### config.mk
export PLATFORM = sky130hd
export DESIGN_NAME = uart_crc_engine_flat
export DESIGN_NICKNAME = d
export VERILOG_FILES = /design/src/rtl/uart_crc_engine_pkg.sv /design/src/rtl/uart_crc_engine_if.sv /design/src/rtl/uart_crc_engine.sv /design/src/flat_wrapper.sv
export SDC_FILE = /design/constraint.sdc
export NUM_CORES = 1
export LEC_CHECK = 0
export CELL_PAD_IN_SITES_DETAIL_PLACEMENT = 0
export CELL_PAD_IN_SITES_GLOBAL_PLACEMENT = 1
export CORE_UTILIZATION = 39
export CTS_BUF_LIST = sky130_fd_sc_hd__clkbuf_16
export DETAILED_ROUTE_END_ITERATION = 12
export PLACE_DENSITY_LB_ADDON = 0.1
export SLEW_MARGIN = 20
export SYNTH_ARGS = -nofsm -noshare
export SYNTH_HDL_FRONTEND = slang
export SYNTH_SLANG_ARGS = --single-unit
### constraint.sdc
create_clock -name clk_i -period 2.6 [get_ports clk_i]
set_input_delay 0.65 -clock clk_i [delete_from_list [all_inputs] [get_ports clk_i]]
set_output_delay 0.65 -clock clk_i [all_outputs]
set_load 0.1 [all_outputs]
### src/rtl/uart_crc_engine_pkg.sv
// uart_crc_pkg: FSM state type, default CRC-8 polynomial and shared one-bit CRC update.
//   crc_step(crc, b, pol): operands left-aligned in 32 bits so any CRC width 8..32 can use it.
package uart_crc_pkg;
  typedef enum logic [1:0] {IDLE, SHIFT, DONE} state_t;
  localparam logic [7:0] CRC8_POL_DEFAULT = 8'h07;
  function automatic logic [31:0] crc_step(input logic [31:0] crc, input logic b, input logic [31:0] pol);
    return {crc[30:0], 1'b0} ^ ((crc[31] ^ b) ? pol : 32'h0);
  endfunction
endpackage

### src/rtl/uart_crc_engine_if.sv
// uart_crc_engine_if: word handshake and CRC result bundle between a source and the CRC engine.
//   init_i, data_valid_i, data_i : source -> engine
//   data_ready_o, busy_o, crc_valid_o, crc_o, crc_ok_o : engine -> source
//   crc_ok_o exists only when UART_CRC_CHECK_EN is defined.
interface uart_crc_engine_if #(parameter int DATA_W = 8, parameter int CRC_W = 8);
  logic init_i, data_valid_i, data_ready_o, busy_o, crc_valid_o;
  logic [DATA_W-1:0] data_i;
  logic [CRC_W-1:0] crc_o;
`ifdef UART_CRC_CHECK_EN
  logic crc_ok_o;
  modport master(output init_i, data_valid_i, data_i, input data_ready_o, busy_o, crc_valid_o, crc_o, crc_ok_o);
  modport slave(input init_i, data_valid_i, data_i, output data_ready_o, busy_o, crc_valid_o, crc_o, crc_ok_o);
`else
  modport master(output init_i, data_valid_i, data_i, input data_ready_o, busy_o, crc_valid_o, crc_o);
  modport slave(input init_i, data_valid_i, data_i, output data_ready_o, busy_o, crc_valid_o, crc_o);
`endif
endinterface

### src/rtl/uart_crc_engine.sv
// uart_crc_engine: bit-serial CRC over DATA_W-bit words, one bit per clock, LSB- or MSB-first.
//   clk_i  : clock
//   rst_ni : asynchronous active-low reset
//   bus    : uart_crc_engine_if.slave (init, valid/ready/data in; busy, crc_valid, crc, crc_ok out)
//   Optional UART_CRC_CHECK_EN adds CHECK_RES and the registered residue flag crc_ok_o.
module uart_crc_engine
  import uart_crc_pkg::*;
#(
  parameter int CRC_W = 8,
  parameter logic [CRC_W-1:0] CRC_POL = CRC_W'(CRC8_POL_DEFAULT),
  parameter logic [CRC_W-1:0] CRC_INIT = '0,
  parameter logic [CRC_W-1:0] XOR_OUT = '0,
  parameter int DATA_W = 8,
  parameter bit LSB_FIRST = 1'b1
`ifdef UART_CRC_CHECK_EN
  , parameter logic [CRC_W-1:0] CHECK_RES = '0
`endif
) (
  input logic clk_i,
  input logic rst_ni,
  uart_crc_engine_if.slave bus
);
  localparam int CNT_W = $clog2(DATA_W);
  localparam int SH = 32 - CRC_W;
  state_t r_state, w_state_n;
  logic [CRC_W-1:0] r_crc, w_crc_n;
  logic [DATA_W-1:0] r_sh;
  logic [CNT_W-1:0] r_cnt;
  logic [31:0] w_step;
  logic w_bit, w_last, w_accept;
  assign w_bit = LSB_FIRST ? r_sh[0] : r_sh[DATA_W-1];
  // CRC is left-aligned so the shared step sees the register MSB at bit 31.
  assign w_step = crc_step(32'(r_crc) << SH, w_bit, 32'(CRC_POL) << SH);
  assign w_crc_n = CRC_W'(w_step >> SH);
  assign w_last = r_cnt == CNT_W'(DATA_W - 1);
  always_ff @(posedge clk_i or negedge rst_ni)
    if (!rst_ni) r_state <= IDLE;
    else r_state <= w_state_n;
  always_comb begin
    bus.data_ready_o = r_state == IDLE && !bus.init_i;
    bus.crc_valid_o = r_state == DONE && !bus.init_i;
    bus.busy_o = r_state != IDLE;
    bus.crc_o = r_crc ^ XOR_OUT;
    w_accept = bus.data_valid_i && bus.data_ready_o;
    w_state_n = bus.init_i ? IDLE :
                r_state == IDLE ? (w_accept ? SHIFT : IDLE) :
                r_state == SHIFT ? (w_last ? DONE : SHIFT) : IDLE;
  end
  always_ff @(posedge clk_i or negedge rst_ni)
    if (!rst_ni) begin
      r_crc <= CRC_INIT;
      r_sh <= '0;
      r_cnt <= '0;
    end else if (bus.init_i) r_crc <= CRC_INIT;
    else if (w_accept) begin
      r_sh <= bus.data_i;
      r_cnt <= '0;
    end else if (r_state == SHIFT) begin
      r_crc <= w_crc_n;
      r_sh <= LSB_FIRST ? r_sh >> 1 : r_sh << 1;
      r_cnt <= r_cnt + 1'b1;
    end
`ifdef UART_CRC_CHECK_EN
  logic r_ok;
  // Loaded on the last fold so the flag is valid alongside crc_valid_o and held afterwards.
  always_ff @(posedge clk_i or negedge rst_ni)
    if (!rst_ni) r_ok <= 1'b0;
    else if (bus.init_i) r_ok <= 1'b0;
    else if (r_state == SHIFT && w_last) r_ok <= w_crc_n == CHECK_RES;
  assign bus.crc_ok_o = r_ok;
`endif
endmodule

### src/flat_wrapper.sv
// flat-port wrapper written by rule: the top's interface ports become plain ports
module uart_crc_engine_flat import uart_crc_pkg::*;
#(
  parameter int CRC_W = 8,
  parameter logic [CRC_W-1:0] CRC_POL = CRC_W'(CRC8_POL_DEFAULT),
  parameter logic [CRC_W-1:0] CRC_INIT = '0,
  parameter logic [CRC_W-1:0] XOR_OUT = '0,
  parameter int DATA_W = 8,
  parameter bit LSB_FIRST = 1'b1

)
  (clk_i, rst_ni, bus_init_i, bus_data_valid_i, bus_data_i, bus_data_ready_o, bus_busy_o, bus_crc_valid_o, bus_crc_o);
  uart_crc_engine_if #(.DATA_W(DATA_W), .CRC_W(CRC_W)) bus_i ();
  input logic clk_i;
  input logic rst_ni;
  input wire logic [$bits(bus_i.init_i)-1:0] bus_init_i;
  input wire logic [$bits(bus_i.data_valid_i)-1:0] bus_data_valid_i;
  input wire logic [$bits(bus_i.data_i)-1:0] bus_data_i;
  output wire logic [$bits(bus_i.data_ready_o)-1:0] bus_data_ready_o;
  output wire logic [$bits(bus_i.busy_o)-1:0] bus_busy_o;
  output wire logic [$bits(bus_i.crc_valid_o)-1:0] bus_crc_valid_o;
  output wire logic [$bits(bus_i.crc_o)-1:0] bus_crc_o;
  assign bus_i.init_i = bus_init_i;
  assign bus_i.data_valid_i = bus_data_valid_i;
  assign bus_i.data_i = bus_data_i;
  assign bus_data_ready_o = bus_i.data_ready_o;
  assign bus_busy_o = bus_i.busy_o;
  assign bus_crc_valid_o = bus_i.crc_valid_o;
  assign bus_crc_o = bus_i.crc_o;
  uart_crc_engine #(.CRC_W(CRC_W), .CRC_POL(CRC_POL), .CRC_INIT(CRC_INIT), .XOR_OUT(XOR_OUT), .DATA_W(DATA_W), .LSB_FIRST(LSB_FIRST)) u_core (.clk_i(clk_i), .rst_ni(rst_ni), .bus(bus_i));
endmodule
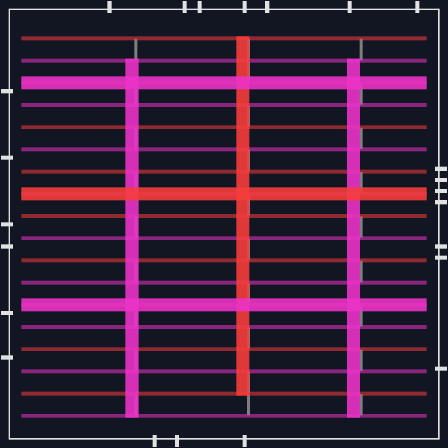
Figure 1: run 1, floorplan with the power grid.
Pins as bars on the die edge. Tap cells in grey.
net	colour
VSS	magenta
VDD	red
met4 straps	3
tap cells	28
die boundary height: 52.44 um
maximum vdd ir drop: 0.4626 mV
width of the die: 52.44 um

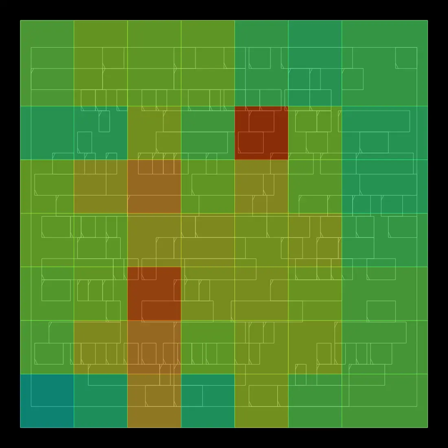
Figure 2: run 1, congestion heat map.
GRT Overall Usage: 17.71%
Util after Layout: 57.30%
Global Route met2 Usage: 23.00%

==> out/metrics.json, run 1 <==
{
  "grt_antenna_before_repair": 0,
  "port-buffer-count": 22,
  "worstReg2RegEnd": "u_core.r_sh[7]",
  "tritoncts_buffers": 3,
  "final_layout_size_suffix_gt1_share_pct": 17.97,
  "finalWeightedCongestion": 0.7010,
  "rr_startpoint": "u_core.r_state[1]",
  "nets": 143,
  "p_int_mw": 0.6715,
  "via_per_inst": 5.000,
  "hold-worst-slack_ps": 509.5,
  "drt_iter0_drc": 7,
  "result_of_the_run": "completed",
  "post-layout-total-power_mw": 0.9786,
  "clock-sinks": 21,
  "clock_tree.htree_level_count": 1,
  "dominant_logic_cell_type_in_the_layout": "sky130_fd_sc_hd__nand2_1",
  "sum_of_negative_setup_slack_ps": 0,
  "worst_setup_path_end_kind": "primary output",
  "cp_num_cells": 3,
  "crit_path_top_delay_cell": "sky130_fd_sc_hd__clkdlybuf4s50_1",
  "hold_buffer_count_at_cts": 0,
  "instance_count_after_placement_with_tap_cells_included": 152,
  "yosys-dominant-comb-family": "simple AND/OR/NAND/NOR gates",
  "synth.largest_area_cell": "sky130_fd_sc_hd__dfrtp_1"
}
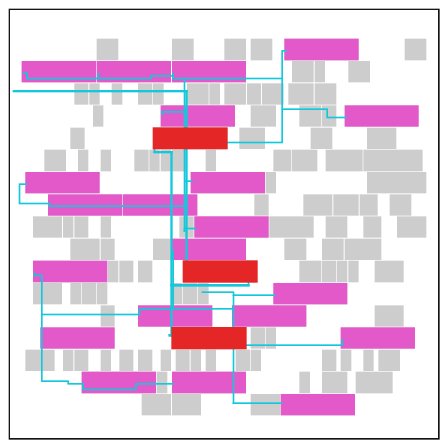
Figure 3: run 1, clock network drawn from the DEF.
[clock-net drivers] red | count: 3
[clock wires] cyan | length: 296 um
[flip-flops] magenta | count: 21
routed clock nets	4
clock network fraction of total power: 32.9%
worst-case clock skew: 1.391 ps
clock insertion delay at the later pin of the skew report: 250 ps
P_clk: 0.322 mW

Figure 4. Where the registers sit (run 1).
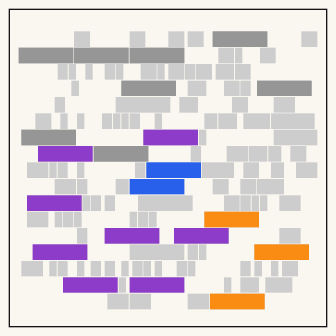

==> run 2: changes to the inputs <==
--- a/config.mk
+++ b/config.mk
@@ -7,6 +7,7 @@
 export LEC_CHECK = 0
 export CELL_PAD_IN_SITES_DETAIL_PLACEMENT = 0
 export CELL_PAD_IN_SITES_GLOBAL_PLACEMENT = 1
+export CORE_ASPECT_RATIO = 1.2
 export CORE_UTILIZATION = 39
 export CTS_BUF_LIST = sky130_fd_sc_hd__clkbuf_16
 export DETAILED_ROUTE_END_ITERATION = 12
@@ -15,3 +16,4 @@
 export SYNTH_ARGS = -nofsm -noshare
 export SYNTH_HDL_FRONTEND = slang
 export SYNTH_SLANG_ARGS = --single-unit
+export TNS_END_PERCENT = 20
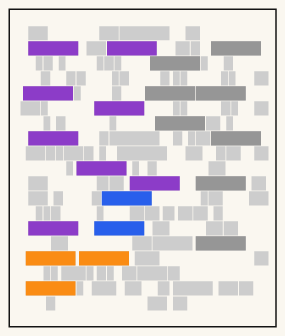
Figure 5: run 2, where the registers sit.
signal	colour	sequential cells
`u_core.r_state`	blue	2
`u_core.r_sh`	purple	8
`u_core.r_cnt`	orange	3
Util after Layout: 56.09%
Sequential Area: 525.5 um^2
sequential cell area share: 39.81%
sequential group power: 0.415 mW

==> run 2 against run 1 <==
Effect of this change:
- non-clock buffer count unchanged
- combinational power about the same
- register-to-register slack better by 40 ps
- clock-buffer cell count is the same
- hold slack got worse by 8.8 ps
- clock power shrank 2%
- highest routed layer unchanged
==> out/metrics.json, run 2 <==
{
  "worstReg2RegEnd": "u_core.r_sh[0]",
  "insertion_delay": {"value": 250, "unit": "ps", "change": "about the same"},
  "drt_iter0_drc": {"value": 11, "change": "+4"},
  "finClkSkew": {"value": 2.085, "unit": "ps", "change": "+0.6944 ps"},
  "finalWeightedCongestion": {"value": 0.6816, "change": "-2.8%"},
  "port-buffer-count": {"value": 22, "change": "unchanged"},
  "clock-sinks": {"value": 21, "change": "unchanged"},
  "fp.dieW": {"value": 48.05, "unit": "um", "change": "-8.4%"},
  "floorplan.die.height": {"value": 57.26, "unit": "um", "change": "+9.2%"},
  "share_clk_of_total_power": {"value": 32.5, "unit": "%", "change": "-0.4 points"},
  "ir_drop": {"value": 0.5990, "unit": "mV", "change": "+29%"},
  "synth.largest_area_cell": "sky130_fd_sc_hd__dfrtp_1",
  "rr_startpoint": "u_core.r_state[1]",
  "dominant_logic_cell_type_in_the_layout": "sky130_fd_sc_hd__nand2_1",
  "grt_util_met2": {"value": 28.76, "unit": "%", "change": "+5.8 points"},
  "result_of_the_run": "completed",
  "sum_of_negative_setup_slack": {"value": 0, "unit": "ps", "change": "unchanged"},
  "via_per_inst": {"value": 5.145, "change": "+2.9%"},
  "tritoncts_buffers": {"value": 3, "change": "unchanged"},
  "instance_count_after_placement_with_tap_cells_included": {"value": 155, "change": "+2.0%"},
  "crit_path_top_delay_cell": "sky130_fd_sc_hd__clkdlybuf4s50_1",
  "globalRouteTotalUtil": {"value": 16.03, "unit": "%", "change": "-1.7 points"},
  "worst_setup_path_end_kind": "primary output"
}
Figure 6. Clock network drawn from the DEF (run 2).
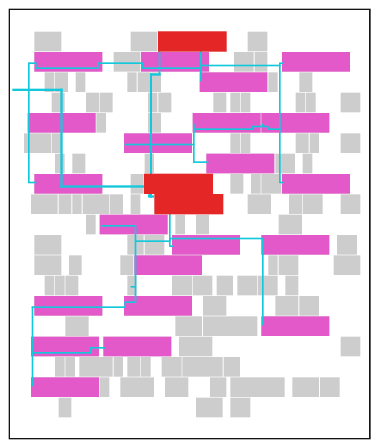

==> run 3: changes to the inputs <==
--- a/config.mk
+++ b/config.mk
@@ -5,7 +5,7 @@
 export SDC_FILE = /design/constraint.sdc
 export NUM_CORES = 1
 export LEC_CHECK = 0
-export CELL_PAD_IN_SITES_DETAIL_PLACEMENT = 0
+export CELL_PAD_IN_SITES_DETAIL_PLACEMENT = 1
 export CELL_PAD_IN_SITES_GLOBAL_PLACEMENT = 1
 export CORE_ASPECT_RATIO = 1.2
 export CORE_UTILIZATION = 39
==> constraint.sdc (replaced) <==
create_clock -name clk_i -period 2.6 [get_ports clk_i]
set_input_delay 0.39 -clock clk_i [delete_from_list [all_inputs] [get_ports clk_i]]
set_output_delay 0.39 -clock clk_i [all_outputs]
set_load 0.1 [all_outputs]
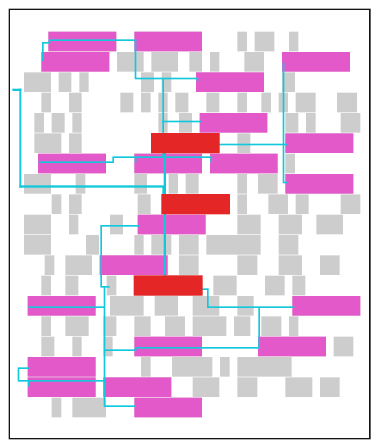
Figure 7: run 3, clock network drawn from the DEF.
[flip-flops] magenta | count: 21
[clock wires] cyan | length: 269 um
[clock-net drivers] red | count: 3
routed clock nets	4
worst-case clock skew: 1.911 ps
P_clk: 0.319 mW
clock network fraction of total power: 32.5%

==> run 3 against run 2 <==
Effect of this change:
- global-route usage rose by 3.3 points
- design area shrank 0.19%
- clock power hardly changed
- total power rose by 0.92%
- via count rose by 0.24%
- clock-buffer cell count did not move
==> out/metrics.json, run 3 <==
{
  "post_synthesis_instance_area_um2": 992.2,
  "worst_setup_path_end_kind": "primary output",
  "dominant-cell-class": "registers",
  "count_of_flip_flops_with_a_built_in_enable_after_synthesis": 0,
  "globalRouteTotalUtil": {"value": 19.31, "unit": "%", "change": "+3.3 points"},
  "sum_of_negative_setup_slack": {"value": 0, "unit": "ps", "change": "unchanged"},
  "dominant_logic_cell_type_in_the_layout": "sky130_fd_sc_hd__nand2_1",
  "port-buffer-count": {"value": 22, "change": "unchanged"},
  "crit_path_top_delay_cell": "sky130_fd_sc_hd__clkdlybuf4s50_1",
  "pg_seq": {"value": 0.416, "unit": "mW", "change": "about the same"},
  "drt_iter0_drc": {"value": 6, "change": "-5"},
  "util_after_layout": {"value": 55.98, "unit": "%", "change": "-0.11 points"},
  "result_of_the_run": "completed",
  "route.layer.met1.wl_um": 943,
  "finalWeightedCongestion": {"value": 0.6878, "change": "+0.91%"},
  "fillerInstances": 262,
  "worstReg2RegEnd": "u_core.r_sh[0]",
  "insertion_delay": {"value": 250, "unit": "ps", "change": "about the same"},
  "clock-sinks": {"value": 21, "change": "unchanged"},
  "rr_startpoint": "u_core.r_state[1]",
  "grt_util_met2": {"value": 33.01, "unit": "%", "change": "+4.2 points"},
  "area.share.sequential": {"value": 39.89, "unit": "%", "change": "+0.076 points"},
  "tritoncts_buffers": {"value": 3, "change": "unchanged"},
  "die-area_mm2": 0.002751,
  "path_delay_family": "buffers and inverters",
  "instance_count_after_placement_with_tap_cells_included": {"value": 155, "change": "unchanged"},
  "fp.dieW": {"value": 48.05, "unit": "um", "change": "unchanged"},
  "synthArstFlopShare_pct": 100.0,
  "setup.worst_path.class": "in2out",
  "via_per_inst": {"value": 5.157, "change": "+0.24%"},
  "rsz0062_at_grt": "no",
  "floorplan.die.height": {"value": 57.26, "unit": "um", "change": "unchanged"},
  "regArea": {"value": 525.5, "unit": "um^2", "change": "unchanged"},
  "synth.largest_area_cell": "sky130_fd_sc_hd__dfrtp_1",
  "yosysUniqueCellTypes": 24,
  "ir_drop": {"value": 0.4480, "unit": "mV", "change": "-25%"}
}
No activity file was given, so power comes from the tool's default toggle rates.
